### src/rtl/host_portb_ctrl_pkg.sv
// host_portb_ctrl_pkg: shared defaults, channel indices and level width for the port B controller
package host_portb_ctrl_pkg;
    localparam int NCH_DEF = 5;
    localparam int DW_DEF = 16;
    localparam int AW_DEF = 10;
    typedef enum int {CH_GPS = 0, CH_MEM = 1, CH_RX = 2, CH_WF = 3, CH_TOS = 4} ch_e;
    function automatic int lvl_w(input int aw);
        return aw + 1;
    endfunction
endpackage

### src/rtl/host_portb_ctrl_if.sv
// host_portb_ctrl_if: BRAM port B bus between the controller (master) and the FIFO memory (slave)
interface host_portb_ctrl_if import host_portb_ctrl_pkg::*; #(parameter int DW = DW_DEF, parameter int AW = AW_DEF);
    logic fifo_we;
    logic [AW-1:0] fifo_addr;
    logic [DW-1:0] fifo_din;
    logic [DW-1:0] fifo_dout;
    modport master(output fifo_we, fifo_addr, fifo_din, input fifo_dout);
    modport slave(input fifo_we, fifo_addr, fifo_din, output fifo_dout);
endinterface

### src/rtl/host_portb_arb.sv
// host_portb_arb: one-hot grant over pending channels, fixed priority or round-robin (HOST_PORTB_RR_EN)
module host_portb_arb import host_portb_ctrl_pkg::*; #(parameter int NCH = NCH_DEF) (
`ifdef HOST_PORTB_RR_EN
    input  logic hb_clk,
    input  logic ha_rst,
`endif
    input  logic en,
    input  logic [NCH-1:0] req,
    output logic [NCH-1:0] gnt
);
`ifdef HOST_PORTB_RR_EN
    localparam int IW = NCH > 1 ? $clog2(NCH) : 1;
    logic [IW-1:0] last, gi;
    // search starts just after the last granted channel
    always_comb begin
        gnt = '0;
        gi = last;
        for (int i = 0; i < NCH; i++) begin
            if (en && gnt == '0 && req[(int'(last) + 1 + i) % NCH]) begin
                gnt[(int'(last) + 1 + i) % NCH] = 1'b1;
                gi = IW'((int'(last) + 1 + i) % NCH);
            end
        end
    end
    // remember the most recent grant
    always_ff @(posedge hb_clk or posedge ha_rst)
        if (ha_rst) last <= IW'(NCH - 1);
        else if (|gnt) last <= gi;
`else
    assign gnt = en ? req & (~req + NCH'(1)) : '0;
`endif
endmodule

### src/rtl/host_portb_ctrl.sv
// host_portb_ctrl: port B FIFO controller with per-channel holding registers (HOST_PORTB_RR_EN selects round-robin)
module host_portb_ctrl import host_portb_ctrl_pkg::*; #(
    parameter int NCH = NCH_DEF,
    parameter int DW = DW_DEF,
    parameter int AW = AW_DEF
) (
    input  logic hb_clk,
    input  logic ha_rst,
    input  logic [NCH-1:0] ch_wr,
    input  logic [NCH*DW-1:0] ch_din,
    input  logic host_rd,
    input  logic host_clr,
    input  logic host_rdy,
    input  logic poll,
    input  logic ack,
    host_portb_ctrl_if.master fifo,
    output logic [DW-1:0] host_dout,
    output logic host_srq,
    output logic rdy,
    output logic [lvl_w(AW)-1:0] level,
    output logic ovfl,
    output logic coll_err,
    output logic rd_err
);
    localparam int LW = lvl_w(AW);
    logic [NCH-1:0] pend, gnt, drop;
    logic [DW-1:0] hold [NCH];
    logic [DW-1:0] gdat;
    logic [LW-1:0] wr_ptr, rd_ptr;
    logic full, pop, gv, gv_q;
    assign level = wr_ptr - rd_ptr;
    assign full = level[AW];
    assign pop = host_rd && level != '0;
    assign gv = |gnt;
    assign drop = ch_wr & pend & ~gnt;
    assign host_srq = poll & ack;
    host_portb_arb #(.NCH(NCH)) u_arb (
`ifdef HOST_PORTB_RR_EN
        .hb_clk(hb_clk),
        .ha_rst(ha_rst),
`endif
        .en(!host_rd && !full && !host_clr),
        .req(pend),
        .gnt(gnt)
    );
    // select the granted holding register
    always_comb begin
        gdat = '0;
        for (int i = 0; i < NCH; i++) if (gnt[i]) gdat = hold[i];
    end
    assign fifo.fifo_we = gv;
    assign fifo.fifo_din = gdat;
    assign fifo.fifo_addr = gv ? wr_ptr[AW-1:0] : rd_ptr[AW-1:0] + AW'(host_rd);
    assign host_dout = pop ? fifo.fifo_dout : '0;
    // pending bits: a grant frees the slot, a same-cycle strobe refills it
    always_ff @(posedge hb_clk or posedge ha_rst)
        if (ha_rst) pend <= '0;
        else if (host_clr) pend <= '0;
        else pend <= ch_wr | (pend & ~gnt);
    // holding registers keep the first word when the slot is still occupied
    always_ff @(posedge hb_clk or posedge ha_rst)
        if (ha_rst) for (int i = 0; i < NCH; i++) hold[i] <= '0;
        else for (int i = 0; i < NCH; i++) if (ch_wr[i] && !drop[i]) hold[i] <= ch_din[i*DW +: DW];
    // pointers and sticky error flags
    always_ff @(posedge hb_clk or posedge ha_rst)
        if (ha_rst) begin
            wr_ptr <= '0;
            rd_ptr <= '0;
            gv_q <= 1'b0;
            ovfl <= 1'b0;
            coll_err <= 1'b0;
            rd_err <= 1'b0;
        end else if (host_clr) begin
            wr_ptr <= '0;
            rd_ptr <= '0;
            gv_q <= 1'b0;
            ovfl <= 1'b0;
            coll_err <= 1'b0;
            rd_err <= 1'b0;
        end else begin
            wr_ptr <= wr_ptr + LW'(gv);
            rd_ptr <= rd_ptr + LW'(pop);
            gv_q <= gv;
            ovfl <= ovfl | (|drop & full);
            coll_err <= coll_err | (|drop & ~full);
            rd_err <= rd_err | (host_rd & gv_q);
        end
    // ready flag: service request clears, host_rdy sets
    always_ff @(posedge hb_clk or posedge ha_rst)
        if (ha_rst) rdy <= 1'b0;
        else if (host_srq) rdy <= 1'b0;
        else if (host_rdy) rdy <= 1'b1;
endmodule

### src/flat_wrapper.sv
// flat-port wrapper written by rule: the top's interface ports become plain ports
module host_portb_ctrl_flat import host_portb_ctrl_pkg::*;
#(
    parameter int NCH = NCH_DEF,
    parameter int DW = DW_DEF,
    parameter int AW = AW_DEF
)
  (hb_clk, ha_rst, ch_wr, ch_din, host_rd, host_clr, host_rdy, poll, ack, host_dout, host_srq, rdy, level, ovfl, coll_err, rd_err, fifo_fifo_we, fifo_fifo_addr, fifo_fifo_din, fifo_fifo_dout);
  host_portb_ctrl_if #(.DW(DW), .AW(AW)) fifo_i ();
  input  logic hb_clk;
  input  logic ha_rst;
  input  logic [NCH-1:0] ch_wr;
  input  logic [NCH*DW-1:0] ch_din;
  input  logic host_rd;
  input  logic host_clr;
  input  logic host_rdy;
  input  logic poll;
  input  logic ack;
  output logic [DW-1:0] host_dout;
  output logic host_srq;
  output logic rdy;
  output logic [lvl_w(AW)-1:0] level;
  output logic ovfl;
  output logic coll_err;
  output logic rd_err;
  output wire logic [$bits(fifo_i.fifo_we)-1:0] fifo_fifo_we;
  output wire logic [$bits(fifo_i.fifo_addr)-1:0] fifo_fifo_addr;
  output wire logic [$bits(fifo_i.fifo_din)-1:0] fifo_fifo_din;
  input wire logic [$bits(fifo_i.fifo_dout)-1:0] fifo_fifo_dout;
  assign fifo_fifo_we = fifo_i.fifo_we;
  assign fifo_fifo_addr = fifo_i.fifo_addr;
  assign fifo_fifo_din = fifo_i.fifo_din;
  assign fifo_i.fifo_dout = fifo_fifo_dout;
  host_portb_ctrl #(.NCH(NCH), .DW(DW), .AW(AW)) u_core (.hb_clk(hb_clk), .ha_rst(ha_rst), .ch_wr(ch_wr), .ch_din(ch_din), .host_rd(host_rd), .host_clr(host_clr), .host_rdy(host_rdy), .poll(poll), .ack(ack), .fifo(fifo_i), .host_dout(host_dout), .host_srq(host_srq), .rdy(rdy), .level(level), .ovfl(ovfl), .coll_err(coll_err), .rd_err(rd_err));
endmodule
### config.mk
export PLATFORM = sky130hd
export DESIGN_NAME = host_portb_ctrl_flat
export DESIGN_NICKNAME = d
export VERILOG_FILES = /design/src/rtl/host_portb_ctrl_pkg.sv /design/src/rtl/host_portb_ctrl_if.sv /design/src/rtl/host_portb_arb.sv /design/src/rtl/host_portb_ctrl.sv /design/src/flat_wrapper.sv
export SDC_FILE = /design/constraint.sdc
export NUM_CORES = 1
export LEC_CHECK = 0
export CORE_ASPECT_RATIO = 1.1
export CORE_UTILIZATION = 53
export DETAILED_ROUTE_END_ITERATION = 10
export PLACE_DENSITY = 0.86
export SLEW_MARGIN = 5
export SYNTH_ARGS = -nofsm -noshare
export SYNTH_HDL_FRONTEND = slang
export SYNTH_SLANG_ARGS = --single-unit
export TNS_END_PERCENT = 20
### constraint.sdc
create_clock -name hb_clk -period 11.3 [get_ports hb_clk]
set_input_delay 2.26 -clock hb_clk [delete_from_list [all_inputs] [get_ports hb_clk]]
set_output_delay 2.26 -clock hb_clk [all_outputs]
set_load 0.05 [all_outputs]
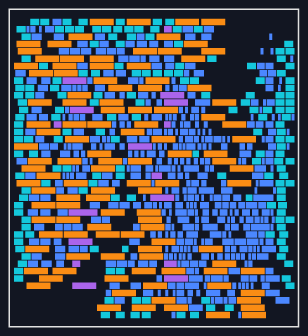
class_map.png
Key: cyan = remaining buffers and delay cells [cells 169, share of their area 21%]; purple = clock drivers and dummy loads [cells 16, share of their area 3.8%]; blue = remaining logic cells [cells 446, share of their area 41%]; orange = registers [cells 112, share of their area 34%]
final instance area: 0.00839 mm²
final core utilization: 0.721

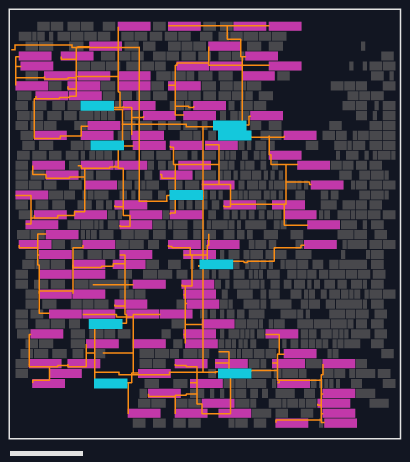
clock_wires.png
Scale bar: 20 µm.
Key: orange = clock wires [length 1250 µm]; magenta = flip-flops [count 112]; cyan = clock-net drivers [count 9]
There are 10 routed clock nets.
Power Clock: 0.000332 W
clock network power share: 0.284
Max Clock Skew: 0.0100 ns

[routing by layer]
| layer | global-route usage | vias to the layer above | routed length [µm] |
|---|---|---|---|
| li1 | - | 2461 | - |
| met1 | 0.320 | 2589 | 6420 |
| met2 | 0.483 | 248 | 8600 |
| met3 | 0.0723 | 35 | 1410 |
| met4 | 0.108 | 0 | 507 |
| met5 | 0 | - | 0 |
[logic make-up (layout without fill, tap and decap cells)]
kind of cell             count (synthesis)  after routing
multiplexers                            93             93
adder cells (fa/ha/maj)                 17             17
XOR/XNOR                                31             31
flip-flops                             112            112
AND/OR/NAND/NOR                        142            142
AND-OR/OR-AND                          122            122
buffers and inverters                   78            226
==> impl_metrics.toml <==
# flow metrics
[sta]
hold_viol_final = 0
finalSetupViolations = 0
relSlewSlack = 0.239
finalCriticalPeriod_ns = 7.66
tightest_slew_ns = 1.14

[drt]
drc = 0
wl_um = 16900
final_antenna_net_count = 0
dr.first_iter.drc_count = 399

[finish]
comb_area_frac = 0.386
n_all_inverters = 41
drive_above_1_share = 0.172
nets = 863
largest_reg_flops = 80
final-nonclk-buf-share = 0.201
final_cell_mix = "166 x clkdlybuf4s50_1, 112 x dfrtp_1, 81 x mux2_2"
nClkBuffers = 10
ff_latch_area_mm2 = 0.00280
diodes = 0
syn_to_final_growth_pct = 30.9
top_regs = "u_core.hold (80), u_core.rd_ptr (11), u_core.wr_ptr (11)"

[place]
dp_slack_ns = 3.73
dp.cells = 877
portBuffers = 166
gp_congestion = 0.925

[worst_hold_path]
min_path_cells = 2
whs_endpoint = "u_core.rd_err"
worstHoldStart = "u_core.gv_q"

[synthesis]
yosys_area_mm2 = 0.00641
edf_count = 0
ys.flops = 112
top_logic_kind = "multiplexers"
synthArstFlopShare = 1.00
synth_cells = 595
fa_ha_area_frac = 0.0343
yosys_cells = 595
mux_share = 0.168
ys_types = 60
yosys-top-cells-area = "dfrtp_1 44%, mux2_2 14%, ha_1 3.1%, xnor2_1 2.6%, a311oi_1 2.3%"
fp_nets = 720

[worst_setup_path]
reg2reg_depth = 14
crit_path_max_incr_delay_ns = 0.83
startpoint = "host_clr"
worstPathMaxFanout = 32
crit_path_end = "fifo_fifo_din[3]"
cpLargestDelayFamily = "buffers and inverters"
cp_num_cells = 7
critPathKind = "primary input to output port"
start_kind = "primary input"
r2r-end = "u_core.wr_ptr[10]"
critPathSlowestCell = "clkdlybuf4s50_1"
worstSetupEndpointType = "output port"
r2r_setup_slack_ns = 6.76
cp_data_required_time_ns = 9.04

[die]
rows = 41
initial_core_util = 0.551
core-area_mm2 = 0.0116
fp.dieH_um = 117
dieArea_mm2 = 0.0125

[clocking]
root_buffer = "clkbuf_16"
cts_tree = "built"
cts_buffers = 9
clkLatencyLatePin_ns = 0.35
post_cts_buffers = 0
cts_sinks = 112
hold_buffers = 0
cts_resized = 0

[outcome]
status = "completed"

[job]
drv_cap = 0

[power]
power_frac_seq = 0.417
swShare = 0.328
leakage_nw = 3.45
power.group.top = "sequential cells"
powerComb_w = 0.000351
power.density_mw_per_mm2 = 139
powerSeq_w = 0.000488
power_switching_w = 0.000384
pwr-share-comb = 0.300

[global_routing]
grt_max_degree = 92
grt_pass1_vias = 5400
grt_pass1_wl_um = 26900
grt.total_usage = 0.276
Power figures rest on the tool's default switching activity, not on a simulated workload.
